$ cat config.mk
export PLATFORM = sky130hd
export DESIGN_NAME = rom_pass_scanner_flat
export DESIGN_NICKNAME = d
export VERILOG_FILES = /design/src/rtl/rom_pass_scanner_if.sv /design/src/rtl/rom_pass_scanner.sv /design/src/flat_wrapper.sv
export SDC_FILE = /design/constraint.sdc
export NUM_CORES = 1
export LEC_CHECK = 0
export CAP_MARGIN = 30
export CELL_PAD_IN_SITES_DETAIL_PLACEMENT = 2
export CELL_PAD_IN_SITES_GLOBAL_PLACEMENT = 2
export CORE_MARGIN = 3
export CORE_UTILIZATION = 29
export DETAILED_ROUTE_END_ITERATION = 16
export GPL_ROUTABILITY_DRIVEN = 1
export PLACE_DENSITY_LB_ADDON = 0.25
export SLEW_MARGIN = 25
export SYNTH_ARGS = -nofsm -noshare
export SYNTH_HDL_FRONTEND = slang
export SYNTH_SLANG_ARGS = --single-unit
$ cat constraint.sdc
create_clock -name clk -period 2.79 [get_ports clk]
set_clock_uncertainty 0.1 [all_clocks]
set_input_delay 0.279 -clock clk [delete_from_list [all_inputs] [get_ports clk]]
set_output_delay 0.279 -clock clk [all_outputs]
set_load 0.005 [all_outputs]
$ cat src/rtl/rom_pass_scanner_if.sv
// Command/result bundle between the lock FSM (master) and the password ROM scanner (slave).
interface rom_pass_scanner_if #(
   parameter int unsigned DATA_W = 20,
   parameter int unsigned ADDR_W = 3
);
   logic              start;
   logic              mode;
   logic [DATA_W-1:0] key;
   logic              busy;
   logic              word_valid;
   logic [DATA_W-1:0] word_out;
   logic [ADDR_W-1:0] word_idx;
   logic              done;
   logic              found;
   logic [ADDR_W-1:0] match_idx;
   logic [ADDR_W:0]   entry_cnt;

   modport master (
      output start, mode, key,
      input  busy, word_valid, word_out, word_idx, done, found, match_idx, entry_cnt
   );

   modport slave (
      input  start, mode, key,
      output busy, word_valid, word_out, word_idx, done, found, match_idx, entry_cnt
   );
endinterface

$ cat src/rtl/rom_pass_scanner.sv
// Sequences a synchronous password ROM: DUMP streams every entry out, SEARCH looks for
// the latched key and stops at the first hit. Blank (all-zero) entries never match.
module rom_pass_scanner #(
   parameter int unsigned DATA_W  = 20,
   parameter int unsigned ADDR_W  = 3,
   parameter int unsigned DEPTH   = 8,
   parameter int unsigned ROM_LAT = 1
) (
   input  logic              clk,
   input  logic              rst,
   rom_pass_scanner_if.slave bus,
   output logic [ADDR_W-1:0] rom_addr,
   input  logic [DATA_W-1:0] rom_q
);
   localparam int unsigned CNT_W = ADDR_W + 1;
   localparam logic [ADDR_W-1:0] LAST_ADDR = ADDR_W'(DEPTH - 1);

   typedef enum logic [1:0] {IDLE, ISSUE, DRAIN, DONE} state_t;

   state_t state_q, state_d;
   logic   mode_q, mode_d;
   logic [DATA_W-1:0] key_q, key_d;
   logic [ADDR_W-1:0] addr_q, addr_d;
   logic              busy_q, busy_d;
   logic              wvalid_q, wvalid_d;
   logic [DATA_W-1:0] wout_q, wout_d;
   logic [ADDR_W-1:0] widx_q, widx_d;
   logic              done_q, done_d;
   logic              found_q, found_d;
   logic [ADDR_W-1:0] midx_q, midx_d;
   logic [CNT_W-1:0]  cnt_q, cnt_d;

   // Valid/index tags travelling alongside each outstanding ROM read.
   logic [ROM_LAT-1:0]             pipe_v_q, pipe_v_d;
   logic [ROM_LAT-1:0][ADDR_W-1:0] pipe_idx_q, pipe_idx_d;
   logic                           issue;
   logic                           ret_v;
   logic [ADDR_W-1:0]              ret_idx;

   assign ret_v   = pipe_v_q[ROM_LAT-1];
   assign ret_idx = pipe_idx_q[ROM_LAT-1];

   always_ff @(posedge clk or negedge rst) begin
      if (!rst) begin
         state_q    <= IDLE;
         mode_q     <= 1'b0;
         key_q      <= '0;
         addr_q     <= '0;
         busy_q     <= 1'b0;
         wvalid_q   <= 1'b0;
         wout_q     <= '0;
         widx_q     <= '0;
         done_q     <= 1'b0;
         found_q    <= 1'b0;
         midx_q     <= '0;
         cnt_q      <= '0;
         pipe_v_q   <= '0;
         pipe_idx_q <= '0;
      end else begin
         state_q    <= state_d;
         mode_q     <= mode_d;
         key_q      <= key_d;
         addr_q     <= addr_d;
         busy_q     <= busy_d;
         wvalid_q   <= wvalid_d;
         wout_q     <= wout_d;
         widx_q     <= widx_d;
         done_q     <= done_d;
         found_q    <= found_d;
         midx_q     <= midx_d;
         cnt_q      <= cnt_d;
         pipe_v_q   <= pipe_v_d;
         pipe_idx_q <= pipe_idx_d;
      end
   end

   always_comb begin
      state_d  = state_q;
      mode_d   = mode_q;
      key_d    = key_q;
      addr_d   = addr_q;
      busy_d   = busy_q;
      wvalid_d = 1'b0;
      wout_d   = wout_q;
      widx_d   = widx_q;
      done_d   = 1'b0;
      found_d  = found_q;
      midx_d   = midx_q;
      cnt_d    = cnt_q;
      issue    = 1'b0;

      case (state_q)
         IDLE: begin
            addr_d = '0;
            busy_d = 1'b0;
            if (bus.start) begin
               mode_d  = bus.mode;
               key_d   = bus.key;
               found_d = 1'b0;
               midx_d  = '0;
               cnt_d   = '0;
               busy_d  = 1'b1;
               state_d = ISSUE;
            end
         end
         ISSUE: begin
            issue = 1'b1;
            if (addr_q == LAST_ADDR) begin
               addr_d  = '0;
               state_d = DRAIN;
            end else begin
               addr_d = addr_q + ADDR_W'(1);
            end
         end
         DRAIN: begin
         end
         DONE: begin
            busy_d  = 1'b0;
            state_d = IDLE;
         end
         default: state_d = IDLE;
      endcase

      pipe_v_d[0]   = issue;
      pipe_idx_d[0] = addr_q;
      for (int unsigned k = 1; k < ROM_LAT; k++) begin
         pipe_v_d[k]   = pipe_v_q[k-1];
         pipe_idx_d[k] = pipe_idx_q[k-1];
      end

      // Consume the word whose tag reaches the end of the pipeline this cycle.
      if (ret_v && (state_q == ISSUE || state_q == DRAIN)) begin
         if (!mode_q) begin
            wvalid_d = 1'b1;
            wout_d   = rom_q;
            widx_d   = ret_idx;
            if (rom_q != '0) cnt_d = cnt_q + CNT_W'(1);
            if (ret_idx == LAST_ADDR) begin
               done_d  = 1'b1;
               state_d = DONE;
            end
         end else if (rom_q == key_q && rom_q != '0) begin
            found_d  = 1'b1;
            midx_d   = ret_idx;
            done_d   = 1'b1;
            state_d  = DONE;
            addr_d   = '0;
            pipe_v_d = '0;
         end else if (ret_idx == LAST_ADDR) begin
            done_d  = 1'b1;
            state_d = DONE;
         end
      end
   end

   assign rom_addr       = addr_q;
   assign bus.busy       = busy_q;
   assign bus.word_valid = wvalid_q;
   assign bus.word_out   = wout_q;
   assign bus.word_idx   = widx_q;
   assign bus.done       = done_q;
   assign bus.found      = found_q;
   assign bus.match_idx  = midx_q;
   assign bus.entry_cnt  = cnt_q;
endmodule

$ cat src/flat_wrapper.sv
// flat-port wrapper written by rule: the top's interface ports become plain ports
module rom_pass_scanner_flat 
#(
   parameter int unsigned DATA_W  = 20,
   parameter int unsigned ADDR_W  = 3,
   parameter int unsigned DEPTH   = 8,
   parameter int unsigned ROM_LAT = 1
)
  (clk, rst, rom_addr, rom_q, bus_start, bus_mode, bus_key, bus_busy, bus_word_valid, bus_word_out, bus_word_idx, bus_done, bus_found, bus_match_idx, bus_entry_cnt);
  rom_pass_scanner_if #(.DATA_W(DATA_W), .ADDR_W(ADDR_W)) bus_i ();
  input  logic clk;
  input  logic rst;
  output logic [ADDR_W-1:0] rom_addr;
  input  logic [DATA_W-1:0] rom_q;
  input wire logic [$bits(bus_i.start)-1:0] bus_start;
  input wire logic [$bits(bus_i.mode)-1:0] bus_mode;
  input wire logic [$bits(bus_i.key)-1:0] bus_key;
  output wire logic [$bits(bus_i.busy)-1:0] bus_busy;
  output wire logic [$bits(bus_i.word_valid)-1:0] bus_word_valid;
  output wire logic [$bits(bus_i.word_out)-1:0] bus_word_out;
  output wire logic [$bits(bus_i.word_idx)-1:0] bus_word_idx;
  output wire logic [$bits(bus_i.done)-1:0] bus_done;
  output wire logic [$bits(bus_i.found)-1:0] bus_found;
  output wire logic [$bits(bus_i.match_idx)-1:0] bus_match_idx;
  output wire logic [$bits(bus_i.entry_cnt)-1:0] bus_entry_cnt;
  assign bus_i.start = bus_start;
  assign bus_i.mode = bus_mode;
  assign bus_i.key = bus_key;
  assign bus_busy = bus_i.busy;
  assign bus_word_valid = bus_i.word_valid;
  assign bus_word_out = bus_i.word_out;
  assign bus_word_idx = bus_i.word_idx;
  assign bus_done = bus_i.done;
  assign bus_found = bus_i.found;
  assign bus_match_idx = bus_i.match_idx;
  assign bus_entry_cnt = bus_i.entry_cnt;
  rom_pass_scanner #(.DATA_W(DATA_W), .ADDR_W(ADDR_W), .DEPTH(DEPTH), .ROM_LAT(ROM_LAT)) u_core (.clk(clk), .rst(rst), .bus(bus_i), .rom_addr(rom_addr), .rom_q(rom_q));
endmodule
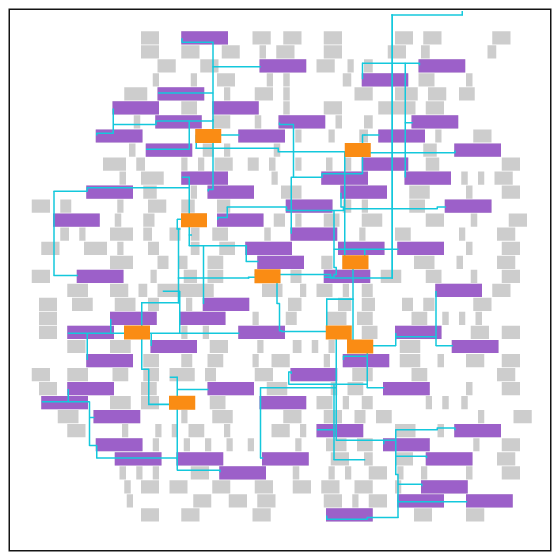
Figure 1: run 1, clock distribution.
Cyan is clock wires, length 1010 um. Orange is cells driving clock nets, count 9. Purple is flip-flops, count 64.
There are 10 routed clock nets. Position of the flops: all over the die.
Clock power frac: 19.3%
P_clk: 0.000796 W
clk_lat worst skew: 0.35 ns

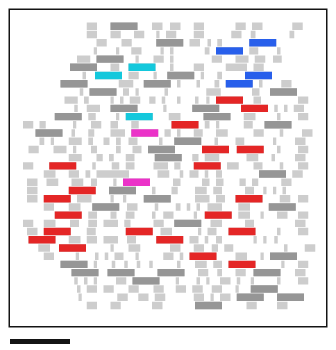
Figure 2: run 1, sequential cells grouped by signal name.
Bar = 20 um. Other sequential cells in the stronger grey, the rest of the logic in the fainter grey.
Blue is u_core.bus.entry_cnt, sequential cells 4, where top right. Cyan is u_core.bus.match_idx, sequential cells 3. Red is u_core.key_q, sequential cells 20. Magenta is u_core.state_q, sequential cells 2.
Seq/total area: 40.1%
fin util: 42.6%

==> Changelog: implementation, run 1 <==
## Flow update

- Status: completed
- Core Region: 0.00937 mm2
- Max power group: combinational cells
- Xor+xnor area frac: 6.52%
- # port buffers: 80
- Hold Crit Depth: 0
- Final min period: 2.36 ns
- Leakage power: 1.79 nW
- Routed WL: 8460 um
- Tap Count: 129
- First-pass GRT wire length: 14200 um
- Largest net degree at the start of global routing: 38
- P_sw: 0.00144 W
- Yosys warns: 0
- Critical path startpoint: u_core.state_q[0]
- Worst Hold End: u_core.pipe_idx_q[1]
- Sequential cell area: 0.00160 mm2
- Startpoint types: register
- DR vias: 2249
- Final Setup Violations: 0
- Max layer used: met4
- Area Overhead vs Synth: 41.4%
- Crit path capture type: register
- Placed instance count: 468
- Compound Share, Synth: 2.88%
- Fin nets: 402
- Slew @ Worst Pin: 0.715 ns
- WL met1: 3690 um
- Comb power: 0.00171 W
- Fraction of layout cells with a size suffix above 1: 13.5%
- Adder share: 3.10%
- GRT Util Overall: 16.5%
- Synth Register Bits: 64
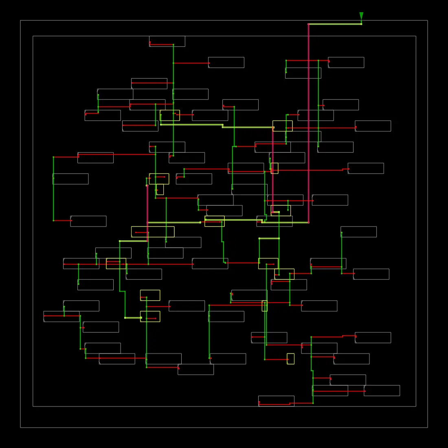
Figure 3: run 1, clock nets.
clock buffers: 11
Clock Sinks: 64
Seq cells: 64
Num CTS Buffers: 9

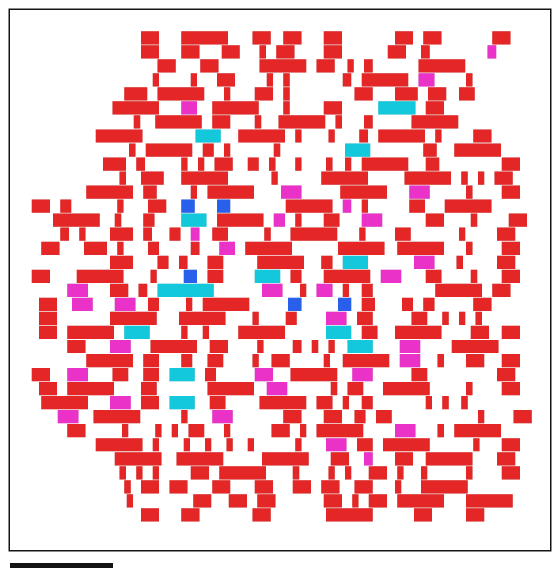
Figure 4: run 1, drive-strength map.
Bar = 20 um.
Blue is drive 3 to 4, cells 5, share 1.4%, most used buf_4. Red is drive 1 or less, cells 307, share 86%, most used clkdlybuf4s50_1. Magenta is drive 2, cells 31, share 8.7%, most used mux2_2. Cyan is drive 6 and up, cells 12, share 3.4%, most used clkbuf_8.
Buffers, non-clock: 87
design area: 0.00399 mm2

## run 1: repair_timing
action,in CTS,in global routing
setup buffers,0,0
endpoints found under the hold margin,27,0
hold buffers,1,0
## run 1: Yosys cell counts (all sizes together), types with 2 or more instances
cell type,instances,area [um2]
a21o,2,16.3
inv,7,26.3
nand2,78,293
ha,7,87.6
mux2i,5,50.1
xnor2,16,140
nand3,4,20.0
xor2,5,43.8
buf,2,16.3
nor2b,4,25.0
o21ai,8,43.8
nor4,6,37.5
mux2,21,236
clkbuf,7,26.3
nand2b,2,12.5
nor2,7,26.3
nand4,5,31.3
nand4b,2,17.5
dfrtp,64,1600
--- run 2 (diff from run 1) ---
--- a/config.mk
+++ b/config.mk
@@ -9,7 +9,7 @@
 export CELL_PAD_IN_SITES_DETAIL_PLACEMENT = 2
 export CELL_PAD_IN_SITES_GLOBAL_PLACEMENT = 2
 export CORE_MARGIN = 3
-export CORE_UTILIZATION = 29
+export CORE_UTILIZATION = 26
 export DETAILED_ROUTE_END_ITERATION = 16
 export GPL_ROUTABILITY_DRIVEN = 1
 export PLACE_DENSITY_LB_ADDON = 0.25
==> constraint.sdc (replaced) <==
create_clock -name clk -period 2.1 [get_ports clk]
set_clock_uncertainty 0.1 [all_clocks]
set_input_delay 0.21 -clock clk [delete_from_list [all_inputs] [get_ports clk]]
set_output_delay 0.21 -clock clk [all_outputs]
set_load 0.005 [all_outputs]
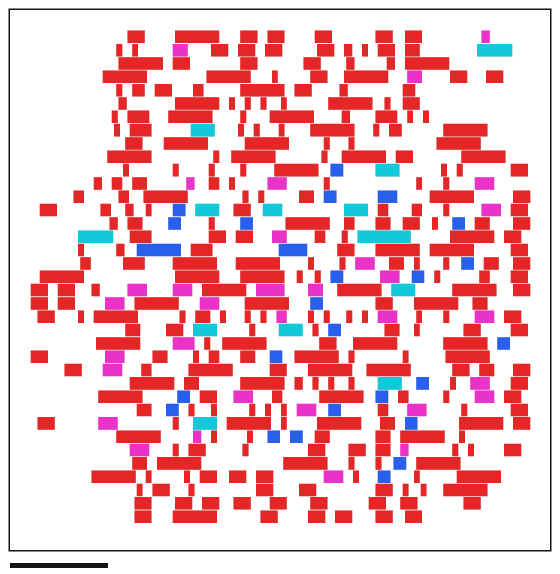
Figure 5: run 2, drive-strength map.
Bar = 20 um.
Red is drive 1 or less, cells 305, share 81%, most used clkdlybuf4s50_1. Blue is drive 3 to 4, cells 26, share 6.9%, most used buf_4. Cyan is drive 6 and up, cells 13, share 3.5%, most used clkbuf_8. Magenta is drive 2, cells 32, share 8.5%, most used mux2_2.
Area Overhead vs Synth: 48.7%
design area: 0.00420 mm2

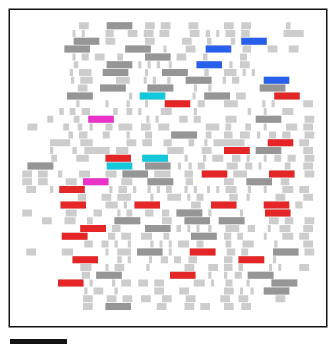
Figure 6: run 2, sequential cells grouped by signal name.
Bar = 20 um. Other sequential cells in the stronger grey, the rest of the logic in the fainter grey.
Cyan is u_core.bus.match_idx, sequential cells 3. Magenta is u_core.state_q, sequential cells 2. Blue is u_core.bus.entry_cnt, sequential cells 4. Red is u_core.key_q, sequential cells 20.
Another 35 sequential cells are not coloured.
fin util: 40.1%
Seq/total area: 38.2%
sequential power: 0.00215 W

==> Changelog: implementation, run 2 <==
## Flow update

- Yosys warns: 0
- Num CTS Buffers: 9
- Sequential share of power: 38.3%
- CTS Hold Bufs: 1
- Total power: 0.00561 W
- Comb power: 0.00244 W
- Yosys top cell area share: 56.7%
- Clock Sinks: 64
- Clock power frac: 18.2%
- Post-synth top area cell: dfrtp_1
- P_sw: 0.00195 W
- Placed instance count: 495
- Final min period: 1.98 ns
- Sw frac: 34.8%
- Status: completed
- Compound Share, Synth: 2.88%
- FF-to-FF Start: u_core.state_q[1]
- DR vias: 2301
- Fin nets: 422
- Clock buffer depth: 2
- Max power group: combinational cells
- Routed WL: 8660 um
- Critical-path cell list: inv_1 > ha_4 > nand4_1 > or4_4 > nor3_4 > buf_6 > mux2i_1
- Final Setup Violations: 0
- Adder share: 3.10%
- Synth Register Bits: 64
- Largest net degree at the start of global routing: 65
- Fraction of layout cells with a size suffix above 1: 18.9%
- Top cell type by instance count after synthesis: nand2_1
- First-pass GRT wire length: 13900 um
- Fillers: 1141
- Post-CTS setup buffer count: 0
- Leading cell types by count after synthesis: nand2_1, dfrtp_1, mux2_2
- Startpoint types: register
- Xor+xnor area frac: 6.52%
- # port buffers: 80
- Post-route ant nets: 0
- Slew @ Worst Pin: 0.370 ns
- GRT Util Overall: 15.5%
- Leakage power: 1.89 nW
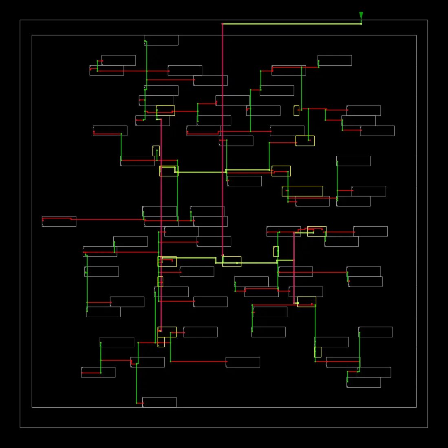
Figure 7: run 2, clock nets.
clk_lat worst skew: 0.34 ns
P_clk: 0.00102 W

run 2: final cells by class:
cell class	instances	area, um2	area share (%)
Sequential cell	64	1600	38.2
Clock buffer	12	135	3.22
Clock inverter	4	45.0	1.07
Timing Repair Buffer	107	1030	24.5
Inverter	8	30.0	0.716
Tap cell	136	170	4.05
Multi-Input combinational cell	181	1180	28.2
run 2: cell families (layout without fill, tap and decap cells):
group,after synthesis,count (layout)
flops,64,64
fa+ha+maj,7,7
compound gates,13,13
xor+xnor,21,21
buf+inv,17,131
mux,26,26
simple gates,114,114
run 2: metal layers:
metal	part of all wire, %	vias to the layer above	GRT usage, %
met5	0	-	0
met1	41	1168	18.2
met4	2.1	0	6.07
met2	53	44	27.6
li1	-	1078	-
met3	3.8	11	3.20
--- run 3 (diff from run 2) ---
--- a/config.mk
+++ b/config.mk
@@ -10,6 +10,7 @@
 export CELL_PAD_IN_SITES_GLOBAL_PLACEMENT = 2
 export CORE_MARGIN = 3
 export CORE_UTILIZATION = 26
+export CTS_BUF_LIST = sky130_fd_sc_hd__clkbuf_16
 export DETAILED_ROUTE_END_ITERATION = 16
 export GPL_ROUTABILITY_DRIVEN = 1
 export PLACE_DENSITY_LB_ADDON = 0.25
@@ -17,3 +18,4 @@
 export SYNTH_ARGS = -nofsm -noshare
 export SYNTH_HDL_FRONTEND = slang
 export SYNTH_SLANG_ARGS = --single-unit
+export TNS_END_PERCENT = 1
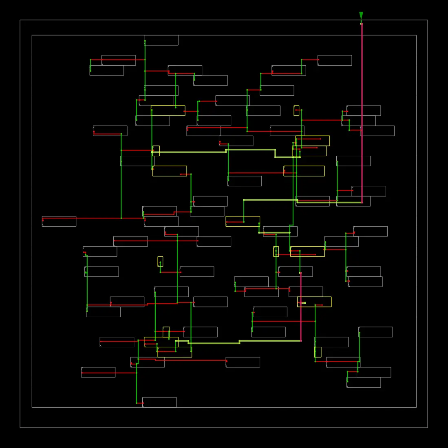
Figure 8: run 3, clock nets.
clk_lat worst skew: 0.33 ns
P_clk: 0.00143 W
clock buffers: 9

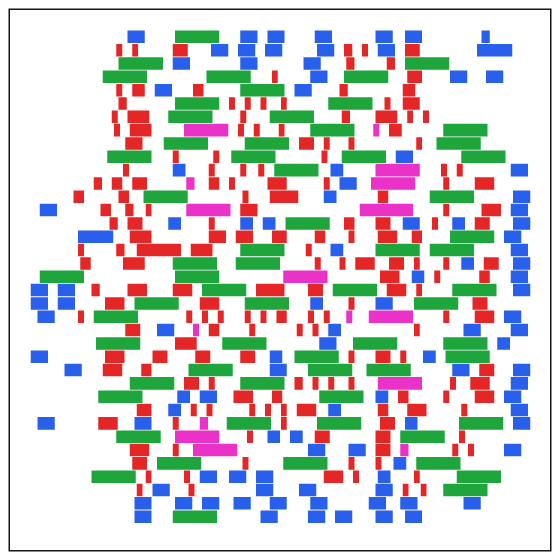
Figure 9: run 3, placement by cell class.
Blue is other buffers and delay cells, cells 107, share of their area 25%. Red is all other logic, cells 189, share of their area 29%. Green is flip-flops, cells 64, share of their area 39%. Magenta is clock drivers and dummy loads, cells 16, share of their area 6.8%.
row cnt: 37
Seq/total area: 37.3%
Core Region: 0.0105 mm2

==> Changelog: implementation, run 3 <==
## Flow update

- Tap Count: 136
- Met3 Wirelength: 321 um
- Synth Register Bits: 64
- Design area: 0.00429 mm2
- Comb gates: 181
- Fillers: 1127
- Post-route ant nets: 0
- Most Crowded Layer GR: met2
- Status: completed
- Clk tree area frac: 6.56%
- Critical-path cell list: clkdlybuf4s50_1 > xnor2_2 > nand4_1 > or4_4 > nor3_4 > buf_4 > mux2i_1
- DR vias: 2287
- Clock buffer depth: 2
- Largest net degree at the start of global routing: 65
- Leading cell types by count after synthesis: nand2_1, dfrtp_1, mux2_2
- Top cell type by instance count after synthesis: nand2_1
- Clock Sinks: 64
- Non-clock buffering overhead: 23.9%
- Fraction of layout cells with a size suffix above 1: 18.9%
- Xor+xnor area frac: 6.52%
- Post-CTS setup buffer count: 0
- GRT Util Overall: 15.5%
- Leakage power: 1.95 nW
- Startpoint types: input port
- # port buffers: 80
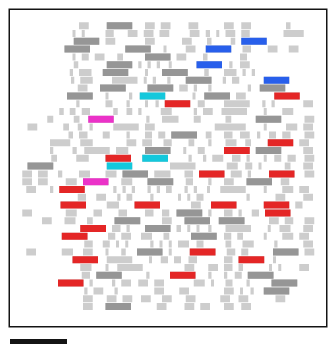
Figure 10: run 3, sequential cells grouped by signal name.
Bar = 20 um. Other sequential cells in the stronger grey, the rest of the logic in the fainter grey.
Magenta is u_core.state_q, sequential cells 2. Cyan is u_core.bus.match_idx, sequential cells 3. Blue is u_core.bus.entry_cnt, sequential cells 4. Red is u_core.key_q, sequential cells 20.
Another 35 sequential cells are not coloured.
sequential cell area: 0.00160 mm2
fin util: 41.0%

## run 3: where the power goes
group | switching, W | internal [W]
sequential | 0.000370 | 0.00178
combinational | 0.00111 | 0.00133
clock | 0.000530 | 0.000899
total | 0.00201 | 0.00402
## run 3: worst paths after layout
check | from | to | slack [ns] | cells after the start
worst max-delay path | rom_q[13] | u_core.bus.match_idx[0] | 0.07 | 7
worst min-delay path | rst | u_core.bus.entry_cnt[3] | 0.34 | 3
worst max register to register | u_core.state_q[1] | u_core.bus.match_idx[0] | 0.11 | 7
worst min register to register | u_core.rom_addr[1] | u_core.pipe_idx_q[1] | 0.34 | 0
max in group asynchronous | rst | u_core.bus.word_out[16] | 1.27 | 3
min in group clk | u_core.rom_addr[1] | u_core.pipe_idx_q[1] | 0.34 | 0
No activity file was given, so power comes from the tool's default toggle rates.
